run_1/drive_strength.png
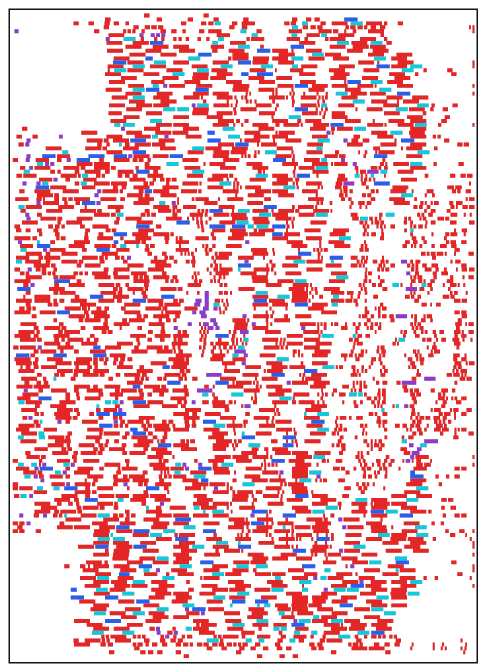
run_1/met1.png
Supply wires on this layer in grey.
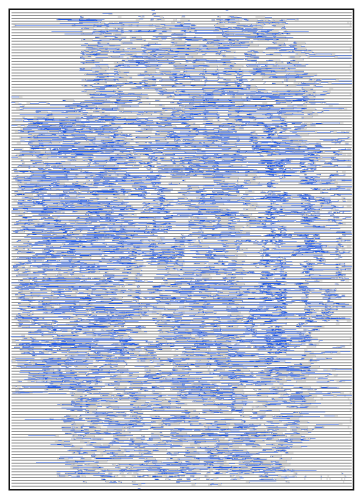
run_1/final_clocks.png
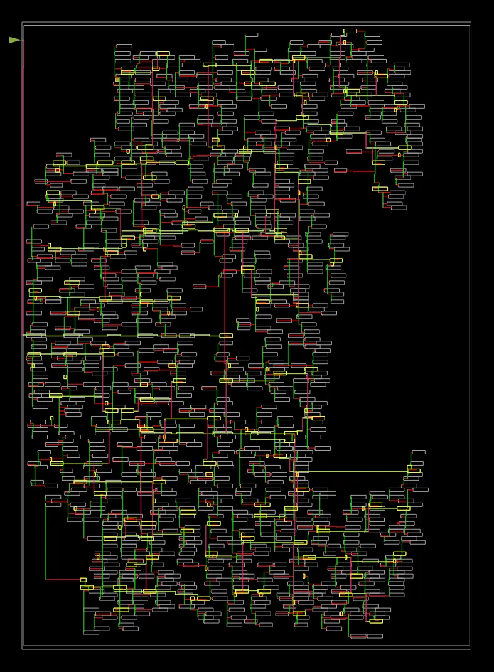
run_1/clock_map.png
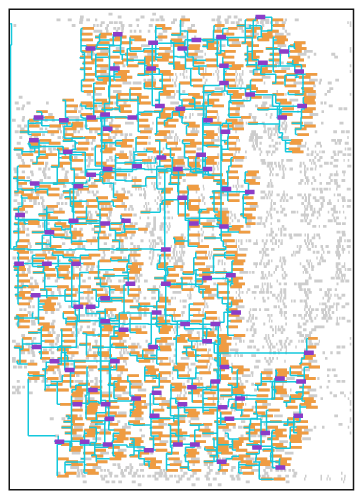
--- config.mk ---
export PLATFORM = sky130hd
export DESIGN_NAME = price_move_detector
export DESIGN_NICKNAME = d
export VERILOG_FILES = /design/src/rtl/price_move_pkg.sv /design/src/rtl/price_evt_fifo.sv /design/src/rtl/price_move_detector.sv
export SDC_FILE = /design/constraint.sdc
export NUM_CORES = 1
export LEC_CHECK = 0
export CAP_MARGIN = 5
export CELL_PAD_IN_SITES_DETAIL_PLACEMENT = 1
export CELL_PAD_IN_SITES_GLOBAL_PLACEMENT = 2
export CORE_ASPECT_RATIO = 1.4
export CORE_MARGIN = 1
export CORE_UTILIZATION = 30
export CTS_BUF_LIST = sky130_fd_sc_hd__clkbuf_8 sky130_fd_sc_hd__clkbuf_16
export CTS_CLUSTER_SIZE = 25
export DETAILED_ROUTE_END_ITERATION = 6
export PLACE_DENSITY_LB_ADDON = 0.1
export SYNTH_ARGS = -nofsm -noshare
export SYNTH_HDL_FRONTEND = slang
export SYNTH_SLANG_ARGS = --single-unit
export TNS_END_PERCENT = 100
--- constraint.sdc ---
create_clock -name clk -period 12.86 [get_ports clk]
set_input_delay 1.286 -clock clk [delete_from_list [all_inputs] [get_ports clk]]
set_output_delay 1.286 -clock clk [all_outputs]
set_load 0.03 [all_outputs]
--- src/rtl/price_move_pkg.sv ---
// price_move_pkg: shared types and widths for the price move detector
package price_move_pkg;
  localparam int CNT_W = 16;
  typedef logic [31:0] price_t;
  typedef logic [31:0] symbol_t;
  typedef struct packed {
    symbol_t symbol;
    price_t prev_price;
    price_t price;
    logic up;
  } price_evt_t;
endpackage

--- src/rtl/price_evt_fifo.sv ---
// price_evt_fifo: show-ahead event queue; head reads as zero while empty
module price_evt_fifo
  import price_move_pkg::*;
#(
  parameter int DEPTH = 4
) (
  input  logic       clk,
  input  logic       rst_n,
  input  logic       push,
  input  logic       pop,
  input  price_evt_t din,
  output price_evt_t dout,
  output logic       full,
  output logic       empty
);
  localparam int AW = $clog2(DEPTH);
  price_evt_t mem [DEPTH];
  logic [AW:0] wr_ptr, rd_ptr;
  logic do_push, do_pop;
  assign empty = wr_ptr == rd_ptr;
  assign full = (wr_ptr[AW] != rd_ptr[AW]) && (wr_ptr[AW-1:0] == rd_ptr[AW-1:0]);
  assign dout = empty ? '0 : mem[rd_ptr[AW-1:0]];
  assign do_pop = pop && !empty;
  assign do_push = push && (!full || do_pop);
  always_ff @(posedge clk or negedge rst_n)
    if (!rst_n) begin
      wr_ptr <= '0;
      rd_ptr <= '0;
    end else begin
      if (do_push) wr_ptr <= wr_ptr + 1'b1;
      if (do_pop) rd_ptr <= rd_ptr + 1'b1;
    end
  always_ff @(posedge clk)
    if (do_push) mem[wr_ptr[AW-1:0]] <= din;
endmodule

--- src/rtl/price_move_detector.sv ---
// price_move_detector: per-symbol last-price CAM raising threshold move events.
// Drop counters are built only when PRICE_MOVE_STATS_EN is defined.
module price_move_detector
  import price_move_pkg::*;
#(
  parameter int DEPTH = 8,
  parameter int EVT_FIFO_DEPTH = 4
) (
  input  logic             clk,
  input  logic             rst_n,
  input  symbol_t          symbol,
  input  price_t           price,
  input  logic             price_valid,
  input  price_t           cfg_threshold,
  input  logic             tbl_clear,
  output logic             evt_valid,
  input  logic             evt_ready,
  output symbol_t          evt_symbol,
  output price_t           evt_prev_price,
  output price_t           evt_price,
  output logic             evt_up,
  output logic             tbl_full,
  output logic [CNT_W-1:0] miss_drop_count,
  output logic [CNT_W-1:0] evt_drop_count
);
  localparam int IW = $clog2(DEPTH);
  logic [DEPTH-1:0] tbl_valid;
  symbol_t tbl_sym [DEPTH];
  price_t tbl_price [DEPTH];
  logic s1_v, s1_full;
  symbol_t s1_sym;
  price_t s1_price;
  logic [DEPTH-1:0] s1_match, fwd_match, free;
  logic [IW-1:0] s1_free_idx, free_idx, hit_idx, wr_idx;
  logic hit, live, wr_en, wr_alloc, evt_req, push, pop, fifo_full, fifo_empty, up;
  logic [32:0] diff;
  price_t stored, mag;
  price_evt_t evt_in, head;
  always_comb begin
    hit_idx = '0;
    for (int i = 0; i < DEPTH; i++) if (s1_match[i]) hit_idx = IW'(i);
  end
  assign hit = |s1_match;
  assign stored = tbl_price[hit_idx];
  assign diff = {1'b0, s1_price} - {1'b0, stored};
  assign mag = diff[32] ? ~diff[31:0] + 32'd1 : diff[31:0];
  assign up = s1_price > stored;
  assign live = s1_v && !tbl_clear;
  assign wr_alloc = live && !hit && !s1_full;
  assign wr_en = live && (hit || !s1_full);
  assign wr_idx = hit ? hit_idx : s1_free_idx;
  assign evt_req = live && hit && mag >= cfg_threshold && mag != 0;
  // Lookup of the incoming symbol sees the write S2 is about to commit
  always_comb begin
    fwd_match = '0;
    free = '0;
    free_idx = '0;
    for (int i = 0; i < DEPTH; i++) begin
      fwd_match[i] = (tbl_valid[i] && tbl_sym[i] == symbol) ||
                     (wr_en && wr_idx == IW'(i) && s1_sym == symbol);
      free[i] = !tbl_valid[i] && !(wr_alloc && s1_free_idx == IW'(i));
    end
    for (int i = DEPTH - 1; i >= 0; i--) if (free[i]) free_idx = IW'(i);
  end
  always_ff @(posedge clk or negedge rst_n)
    if (!rst_n) begin
      s1_v <= 1'b0;
      s1_sym <= '0;
      s1_price <= '0;
      s1_match <= '0;
      s1_free_idx <= '0;
      s1_full <= 1'b0;
      tbl_valid <= '0;
    end else begin
      s1_v <= price_valid;
      if (price_valid) begin
        s1_sym <= symbol;
        s1_price <= price;
        s1_match <= tbl_clear ? '0 : fwd_match;
        s1_free_idx <= tbl_clear ? '0 : free_idx;
        s1_full <= !tbl_clear && ~|free;
      end
      if (tbl_clear) tbl_valid <= '0;
      else if (wr_alloc) tbl_valid[wr_idx] <= 1'b1;
    end
  always_ff @(posedge clk)
    if (wr_en) begin
      tbl_sym[wr_idx] <= s1_sym;
      tbl_price[wr_idx] <= s1_price;
    end
  assign tbl_full = &tbl_valid;
  assign pop = evt_valid && evt_ready;
  assign push = evt_req && (!fifo_full || pop);
  assign evt_in = '{symbol: s1_sym, prev_price: stored, price: s1_price, up: up};
  price_evt_fifo #(.DEPTH(EVT_FIFO_DEPTH)) u_fifo (
    .clk(clk), .rst_n(rst_n), .push(push), .pop(pop), .din(evt_in),
    .dout(head), .full(fifo_full), .empty(fifo_empty)
  );
  assign evt_valid = !fifo_empty;
  assign evt_symbol = head.symbol;
  assign evt_prev_price = head.prev_price;
  assign evt_price = head.price;
  assign evt_up = head.up;
`ifdef PRICE_MOVE_STATS_EN
  logic [CNT_W-1:0] miss_cnt, evt_cnt;
  always_ff @(posedge clk or negedge rst_n)
    if (!rst_n) begin
      miss_cnt <= '0;
      evt_cnt <= '0;
    end else begin
      if (live && !hit && s1_full && miss_cnt != '1) miss_cnt <= miss_cnt + 1'b1;
      if (evt_req && !push && evt_cnt != '1) evt_cnt <= evt_cnt + 1'b1;
    end
  assign miss_drop_count = miss_cnt;
  assign evt_drop_count = evt_cnt;
`else
  assign miss_drop_count = '0;
  assign evt_drop_count = '0;
`endif
endmodule

==> results_dict.tcl, run 1 <==
# collected from the flow reports
set metrics [dict create \
    root_buffer "clkbuf_16" \
    grt.busiest_layer "met2" \
    finalPower_mw 9.38 \
    nets 3340 \
    io_pins 232 \
    antenna_found_initial 4 \
    crit_type "flop to flop" \
    use_met3_pct 2.11 \
    die_x_um 325 \
    rsz0062_at_grt "false" \
    simple_gate_share_pct 7.96 \
    crit_path_start_kind "flop" \
    grt_max_degree 63 \
    hold_start "u_fifo.rd_ptr[2]" \
    wl_met2_um 76100 \
    grt_pass1_wl_um 199000 \
    ys_seq_share_pct 66.9 \
    yosys.area.top_type "edfxtp_1" \
    dr_wl_met3_um 3570 \
    critPathMaxFanout 54 \
    p_per_area_nw_per_um2 181 \
    avgViaCountPerCell 4.92 \
    fmax_mhz 107 \
    ff_type "edfxtp_1" \
    synth_area_um2 43800 \
    power.group.top "registers" \
    die_y_um 454 \
    synth_warnings 0 \
    pwr-share-comb_pct 28.6 \
    cts_tree "built" \
    max_slew_margin_pct 20.5 \
    edf_count 900 \
    vias 25400 \
    drv_cap 0 \
    cts_setup_buffers 0 \
    intPower_mw 6.38 \
    hold_path.class "flop to flop" \
    cts_max_path_buffers 3 \
    std_cell_rows 165 \
    drtIter0Drc 1357 \
    chipArea_um2 148000 \
    drc 0 \
    synth_top_area_share_pct 61.7 \
    yosys_cells 2900 \
    drive_gt1_share_pct 15.0 \
    worst_setup_path_end_kind "flop" \
    period_used_pct 72.8 \
    timing.rr.start "s1_match[4]" \
    grt_overflow_total 0 \
    cts_max_level 3 \
    tns_ns 0 \
    pg_seq_mw 3.76 \
    clk_pin_slew_ns 0.06 \
    synthTopCellsByCount "900 x edfxtp_1, 271 x xnor2_1, 170 x nor2_1, 162 x nand2_1, 130 x mux4_2" \
    use_met2_pct 36.0 \
    grt_pass1_vias 27900 \
    layout_top_cells "900 x edfxtp_1, 271 x xnor2_1, 197 x clkdlybuf4s50_1" \
    wl_per_cell_um 26.7 \
    fin_ws_ns 3.50 \
    ys_chip_area_um2 43800 \
    routed.top_layer "met5" \
    yosys.area_share.adder_pct 2.07 \
    most_common_cell "edfxtp_1" \
    synth.area.mux_share_pct 8.56 \
    seqPwrFrac_pct 40.1 \
    power_switching_mw 3.00 \
    final_max_slew_viol_count 0 \
    routed_wirelength_um 138000 \
    syn_area_per_cell_um2 15.1 \
    warning_count 30 \
    grt.met1_usage_pct 21.7 \
    netlist_instances 2900 \
    min_period_ns 9.36 \
    startpoint "s1_match[4]" \
    required_ns 13.18 \
    post-place-ws_ns 3.18 \
    wl_met1_um 55400 \
    final_common_cell "edfxtp_1" \
    synth.distinct_cells 83 \
    outcome "finished clean" \
    fp_util_pct 30.3 \
    syn_to_final_growth_pct 18.1 \
    ir_drop_mv 0.128 \
    powerComb_mw 2.68 \
]
About drive_strength.png:
size	colour	cells
drive 3 to 4	purple	128
drive 1 or less	red	2,762
drive 6 and up	blue	126
drive 2	cyan	235

About met1.png:
share of all routed wire	40%
longest straight run	133 µm
nets with wire on the layer	3,111
main direction	horizontal

About final_clocks.png:
Clk power: 2.94 mW
# clk buffers: 110
CTS buffer count: 100
Flop Count: 991
CTS sink count: 991

About clock_map.png:
[clock wires] cyan | length: 13,000 µm
[flip-flops] orange | count: 991
[cells driving clock nets] purple | count: 100
routed clock nets	101
clk latency late pin: 0.72 ns
final worst clock skew: 0.0521 ns
clock share of power: 31.3%

## run 1: metrics by stage
step | util [%] | hold slack [ns] | area (µm²) | cells
2_1_floorplan | - | 0.462 | 43900 | 2931
3_3_place_gp | 33.5 | 0.490 | 48400 | 4985
3_5_place_dp | 33.5 | 0.492 | 48400 | 4985
4_1_cts | 35.7 | 0.504 | 51700 | 5171
5_1_grt | 35.7 | 0.513 | 51700 | 5172
6_report | 35.7 | 0.499 | 51700 | 5172
## run 1: critical path, cell delays in order, from the launching register on
cell,delay [ns]
dfrtp_1,0.45
o31ai_4,0.28
buf_4,0.57
buf_4,0.70
mux4_2,0.59
nand2_1,0.08
o21a_1,0.14
ha_1,0.28
nand2_1,0.16
nor2_1,0.36
nand3_1,0.16
a21oi_1,0.52
o21ai_0,0.35
a2111oi_4,0.51
nand4_1,0.20
o31ai_1,0.34
xor2_1,0.16
ha_1,0.34
nand4_1,0.08
nor2_1,0.21
and3_1,0.19
a21oi_1,0.04
o211ai_1,0.10
nand2_1,0.15
a31oi_2,0.35
and2_4,0.73
buf_4,0.79
## run 1: path summary, 6_finish.rpt
path	slack, ns	cells past startpoint	end
max	3.50	26	u_fifo.mem[1][64]
min	0.50	1	u_fifo.rd_ptr[2]
max reg2reg	3.50	26	u_fifo.mem[1][64]
min reg2reg	0.50	1	u_fifo.rd_ptr[2]
max in group asynchronous	10.59	2	u_fifo.rd_ptr[0]
min in group asynchronous	0.72	1	s1_price[3]
## run 1: layout make-up
| class | instances | area, µm² |
|---|---|---|
| clock inverter | 76 | 649 |
| fill | 14700 | 93000 |
| antenna | 1 | 2.50 |
| sequential | 991 | 29300 |
| clock buffer | 110 | 2650 |
| timing repair buffer | 297 | 2720 |
| tap | 1920 | 2400 |
| multi-input combinational | 1673 | 13600 |
| inverter | 104 | 390 |
run_1/cell_classes.png
Bar = 100 µm.
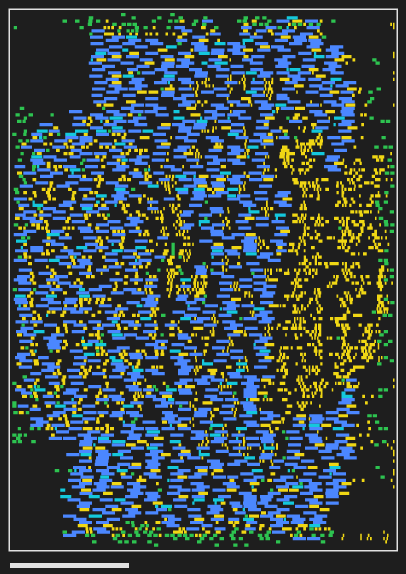

==> run 2: changes to the inputs <==
clock period = 7.6 ns   (was 12.86 ns; I/O delays follow)
run_2/cell_classes.png
Bar = 100 µm.
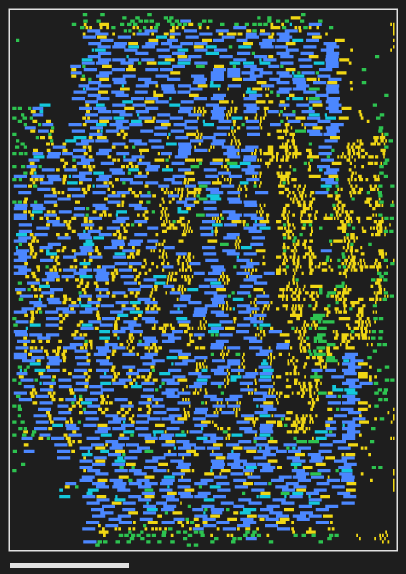
class	colour	cells	share of their area
all other logic	yellow	1,778	28%
other buffers and delay cells	green	403	7.9%
flip-flops	blue	991	57%
clock drivers and dummy loads	cyan	193	6.7%
Core Area: 145,000 µm²
Final Instance Area: 53,400 µm²

run_2/met1.png
Supply wires on this layer in grey.
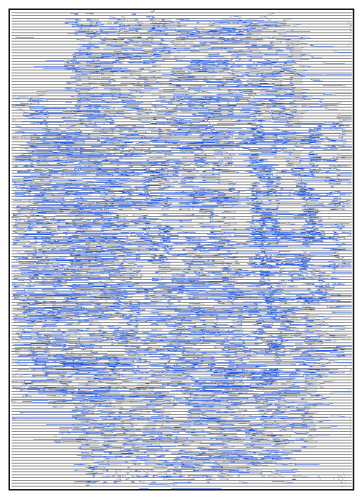
share of all routed wire	40%
main direction	horizontal
Total Routed Length: 143,000 µm
via count: 25,900
GR Util met1: 21.8%

==> results_dict.tcl, run 2 <==
# collected from the flow reports
set metrics [dict create \
    outcome "finished clean" \
    avgViaCountPerCell 4.90 \
    yosys.area.top_type "edfxtp_1" \
    worstPathArrival_ns 7.67 \
    period_used_pct 95.6 \
    die_y_um 454 \
    antenna_found_initial 4 \
    largest_reg_flops 388 \
    pwr-share-comb_pct 29.3 \
    drtIter0Drc 1435 \
    crit_type "flop to flop" \
    min_period_ns 7.26 \
    syn_to_final_growth_pct 22.0 \
    drc 0 \
    synthTopCellsByCount "900 x edfxtp_1, 271 x xnor2_1, 170 x nor2_1, 162 x nand2_1, 130 x mux4_2" \
    simple_gate_share_pct 7.96 \
    cts_tree "built" \
    timing.rr.end "u_fifo.mem[3][1]" \
    crit_path_end "u_fifo.mem[3][1]" \
    warning_count 31 \
    critPathMaxFanout 35 \
    layout_top_cells "900 x edfxtp_1, 270 x xnor2_1, 197 x clkdlybuf4s50_1" \
    synth_warnings 0 \
    startpoint "s1_match[4]" \
    p_per_area_nw_per_um2 304 \
    drv_cap 0 \
    intPower_mw 11.0 \
    grt_pass1_vias 28400 \
    numCtsBuffers 102 \
    crit_path_start_kind "flop" \
    grt_usage_pct 19.0 \
    synth-compound-area-share_pct 5.23 \
    clock_skew_ns 0.0414 \
    ys_sh_xor_pct 6.66 \
    max_slew_margin_pct 26.5 \
    cts.sinks 991 \
    worst_setup_path_end_kind "flop" \
    p_clk_share_pct 31.8 \
    cts_max_path_buffers 3 \
    power_switching_mw 5.21 \
    synth.area.mux_share_pct 8.56 \
    ys_seq_elements 991 \
    grt_max_degree 60 \
    grt_pass1_wl_um 203000 \
    synth.distinct_cells 83 \
    ys_chip_area_um2 43800 \
    grt_overflow_total 0 \
    rr_worst_depth 29 \
    ff_type "edfxtp_1" \
    p_leak_nw 18.0 \
    ir_drop_mv 0.188 \
    antenna_left 0 \
    yosys.area_share.adder_pct 2.07 \
    place_hpwl_um 95700 \
    cp_slowest_cell "mux4_2" \
    hold_slack_ns 0.0943 \
    fmax_mhz 138 \
    final_common_cell "edfxtp_1" \
    yosys_cells 2900 \
    place_congestion 0.827 \
    most_common_cell "edfxtp_1" \
    dr.pass1.iters 5 \
    async_flop_share_pct 9.18 \
    cpPeakStageDelay_ns 0.54 \
    dpl-instance-area_um2 49400 \
    seqPwrFrac_pct 38.9 \
    nets 3449 \
    portBuffers 199 \
    clk_pin_slew_ns 0.06 \
    setup_viol 0 \
    root_buffer "clkbuf_16" \
    netlist_instances 2900 \
    fp_util_pct 30.3 \
    hold_violations 0 \
    required_ns 8.00 \
    logic_family "multiplexers" \
    hold_path.class "primary input to async pin" \
    drive_gt1_share_pct 19.2 \
    io_pins 232 \
    std_cell_rows 165 \
    swShare_pct 32.1 \
    worstMarginPinSlew_ns 1.10 \
    synth_top_area_share_pct 61.7 \
    ys_seq_share_pct 66.9 \
    timing.rr.start "s1_match[4]" \
    rrSetupSlack_ns 0.34 \
    final_max_slew_viol_count 0 \
    syn_area_per_cell_um2 15.1 \
    chipArea_um2 148000 \
    top_cells_by_area "edfxtp_1 62%, mux4_2 6.7%, xnor2_1 5.4%, dfrtp_1 5.2%, ha_1 2.0%" \
    die_x_um 325 \
    fin_ws_ns 0.338 \
    cts_max_level 3 \
    wl_per_cell_um 27.0 \
    synth_area_um2 43800 \
    post-place-ws_ns -0.282 \
    edf_count 900 \
]
run_2/final_clocks.png
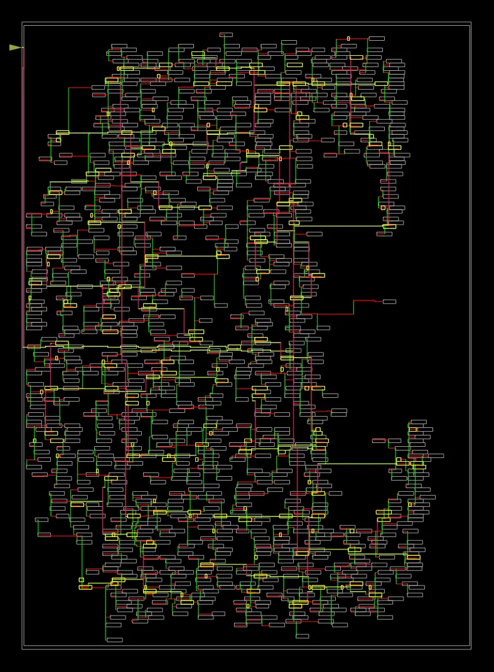
# clk buffers: 108
clk latency late pin: 0.73 ns

-- run 2: cell type report --
type,instances,area [µm²]
fillers,14700,91300
flip-flops and latches,991,29300
repair buffers,403,4010
clock buffers,108,2650
diodes,1,2.50
inverters,104,390
multi-input cells,1674,13900
well taps,1920,2400
clock inverters,85,795
-- run 2: worst max-delay path, delay by kind of cell (launching register included) --
family / cells / cell delay (ns)
AND-OR/OR-AND: 10 / 2.27
adder cells (fa/ha/maj): 2 / 0.74
XOR/XNOR: 1 / 0.15
AND/OR/NAND/NOR: 7 / 1.08
buffers and inverters: 8 / 1.56
multiplexers: 1 / 0.54
flip-flops: 1 / 0.50
-- run 2: power by group through the flow --
stage	registers [mW]	logic [mW]	clock network, mW
after floorplan	6.31	2.85	0
after global placement	6.43	4.81	0
after detailed placement	6.44	4.84	0
after CTS	6.33	4.87	5.31
after global routing	6.33	5.10	5.49
final	6.31	4.76	5.15
-- run 2: per-layer routing --
layer	global-route usage, %	wire length [µm]	vias up
met1	21.8	56600	13700
met5	0	12	-
met3	1.86	3550	164
met4	5.56	3900	2
met2	36.9	78500	447
li1	-	-	11600
-- run 2: metrics by stage --
stage,total power [mW],util (%),std cells,TNS (ns)
3_3_place_gp,11.2,34.1,5071,-61.14
6_report,16.2,36.9,5286,0
4_1_cts,16.5,36.5,5264,0
2_1_floorplan,9.16,-,2931,-93.55
5_1_grt,16.9,36.9,5286,-12.98
3_5_place_dp,11.3,34.1,5071,-88.83
-- run 2: repair_timing --
item                                    4_1_cts  5_1_grt
cloned                                        0        8
hold buffers                                  0        0
pin swaps                                     0       11
setup buffers                                 0       13
endpoints found under the setup margin      390      390
resized                                       2       51
endpoints found under the hold margin         0        0
==> run 3: changes to the inputs <==
CORE_MARGIN = unset   (was 1)
run_3/cell_classes.png
Bar = 100 µm.
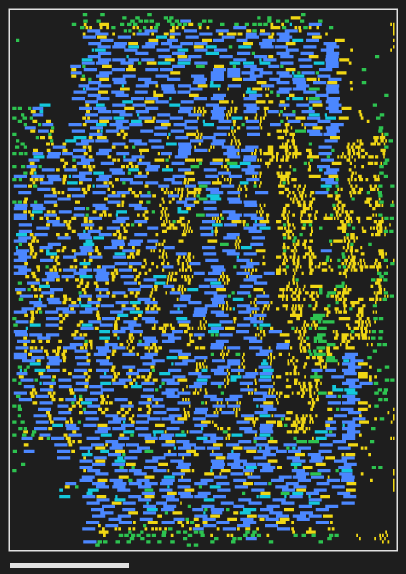
fin util: 36.9%
Seq/total area: 54.9%
FP Rows: 165

run_3/clock_map.png
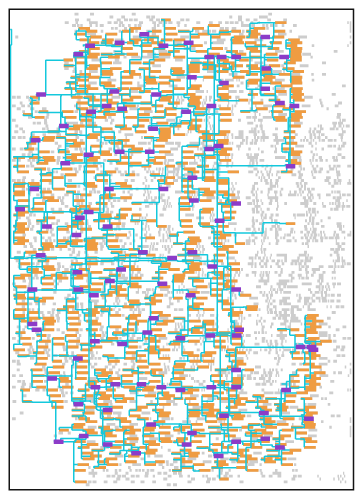
[cells driving clock nets] purple | count: 102
[flip-flops] orange | count: 991
[clock wires] cyan | length: 13,400 µm
flops lie	widely spread
routed clock nets	103

==> results_dict.tcl, run 3 <==
# collected from the flow reports
set metrics [dict create \
    outcome "finished clean" \
    synth_warnings 0 \
    ff_type "edfxtp_1" \
    syn_area_per_cell_um2 15.1 \
    final_common_cell "edfxtp_1" \
    portBuffers 199 \
    place_hpwl_um 95700 \
    rrSetupSlack_ns 0.34 \
    yosys_cells 2900 \
    avgViaCountPerCell 4.90 \
    timing.rr.start "s1_match[4]" \
    simple_gate_share_pct 7.96 \
    coreArea_um2 145000 \
    grt_usage_pct 19.0 \
    dr.pass1.iters 5 \
    netlist_instances 2900 \
    nets 3449 \
    postCtsHoldBufs 0 \
    max_slew_margin_pct 26.5 \
    hold_path.class "primary input to async pin" \
    grt_pass1_wl_um 203000 \
    rr_worst_depth 29 \
    cp_top_family "AND-OR/OR-AND gates" \
    cts_max_path_buffers 3 \
    yosys.area_share.adder_pct 2.07 \
    drv_cap 0 \
    vias 25900 \
    crit_path_end "u_fifo.mem[3][1]" \
    synth_top_area_share_pct 61.7 \
    clk_pin_slew_ns 0.06 \
    synth-compound-area-share_pct 5.23 \
    synth.distinct_cells 83 \
    worst_setup_path_end_kind "flop" \
    cts_tree "built" \
    yosys.area.top_type "edfxtp_1" \
    clkLatencyLatePin_ns 0.73 \
    worstPathArrival_ns 7.67 \
    ff_latch_area_um2 29300 \
    p_clk_share_pct 31.8 \
    pg_seq_mw 6.31 \
    grt.met1_usage_pct 21.8 \
    edf_count 900 \
    fp_util_pct 30.3 \
    root_buffer "clkbuf_16" \
    synth_area_um2 43800 \
    antenna_left 0 \
    grt_overflow_total 0 \
    seqPwrFrac_pct 38.9 \
    power_switching_mw 5.21 \
    synth.area.mux_share_pct 8.56 \
    drtIter0Drc 1435 \
    ir_drop_mv 0.188 \
    top_cells_by_area "edfxtp_1 62%, mux4_2 6.7%, xnor2_1 5.4%, dfrtp_1 5.2%, ha_1 2.0%" \
    timing.rr.end "u_fifo.mem[3][1]" \
    grt.busiest_layer "met2" \
    finalPower_mw 16.2 \
    ys_seq_elements 991 \
    startpoint "s1_match[4]" \
    ys_seq_share_pct 66.9 \
    cp_slowest_cell "mux4_2" \
    crit_path_start_kind "flop" \
    ys_sh_xor_pct 6.66 \
    drive_gt1_share_pct 19.2 \
    antenna_found_initial 4 \
    ys_chip_area_um2 43800 \
    required_ns 8.00 \
    syn_to_final_growth_pct 22.0 \
    routed_wirelength_um 143000 \
    grt_max_degree 60 \
    p_per_area_nw_per_um2 304 \
    die_x_um 325 \
    cts_max_level 3 \
    synthTopCellsByCount "900 x edfxtp_1, 271 x xnor2_1, 170 x nor2_1, 162 x nand2_1, 130 x mux4_2" \
    io_pins 232 \
    power.group.top "registers" \
    p_leak_nw 18.0 \
    path_buffers 8 \
    layout_top_cells "900 x edfxtp_1, 270 x xnor2_1, 197 x clkdlybuf4s50_1" \
    use_met2_pct 36.9 \
    powerComb_mw 4.76 \
    drc 0 \
    intPower_mw 11.0 \
    wl_per_cell_um 27.0 \
    logic_area_um2 13900 \
    use_met3_pct 1.86 \
]
run_3/final_clocks.png
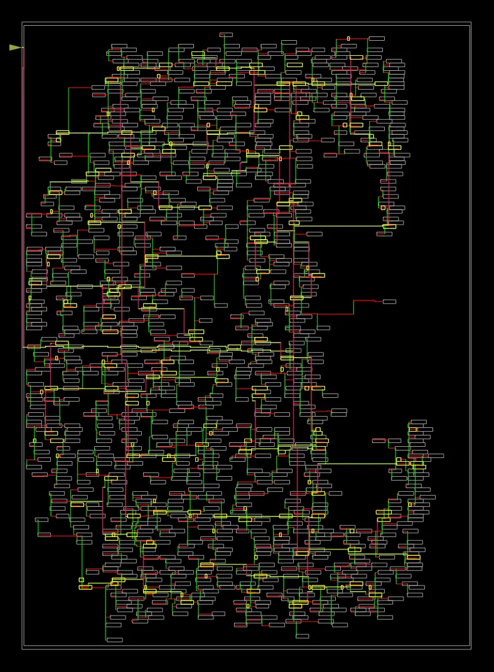
Clk power: 5.15 mW
final worst clock skew: 0.0414 ns
CTS buffer count: 102

==> run 3: cell counts after synthesis <==
Identical to the previous run, type by type.
==> run 3: worst min-delay path by stage <==
stage,start,endpoint,slack [ns]
finish,rst_n,s1_sym[3],0.09
global route,rst_n,s1_sym[19],0.11
CTS,rst_n,s1_sym[3],0.07
detailed placement,u_fifo.wr_ptr[2],u_fifo.wr_ptr[2],0.49
global placement,u_fifo.rd_ptr[2],u_fifo.rd_ptr[2],0.49
floorplan,rst_n,s1_free_idx[0],0.46
==> run 3: final cells by class <==
| type | instances | share of cell area (%) |
|---|---|---|
| tap | 1920 | 4.50 |
| inverter | 104 | 0.731 |
| clock buffer | 108 | 4.95 |
| multi-input combinational | 1674 | 25.9 |
| sequential | 991 | 54.9 |
| clock inverter | 85 | 1.49 |
| antenna | 1 | 0.00469 |
| timing repair buffer | 403 | 7.50 |
==> run 3: what timing repair did <==
action	in CTS	in global routing
pin swaps	0	11
gates cloned	0	8
buffers inserted	0	13
resized	2	51
setup endpoints to repair	390	390
==> run 3: metrics by stage <==
| step | cells | cell area [µm²] | worst slack, ns | utilization [%] | setup TNS (ns) |
|---|---|---|---|---|---|
| after detailed placement | 5071 | 49400 | -0.282 | 34.1 | -88.83 |
| after CTS | 5264 | 52800 | 0.0134 | 36.5 | 0 |
| after global routing | 5286 | 53400 | -0.104 | 36.9 | -12.98 |
| final | 5286 | 53400 | 0.338 | 36.9 | 0 |
| after global placement | 5071 | 49400 | -0.205 | 34.1 | -61.14 |
| after floorplan | 2931 | 44000 | -0.955 | - | -93.55 |
==> run 3: per-layer routing <==
metal | vias up | wire [µm]
met1 | 13700 | 56600
met3 | 164 | 3550
met5 | - | 12
li1 | 11600 | -
met2 | 447 | 78500
met4 | 2 | 3900
Power and IR drop assume default switching activity.
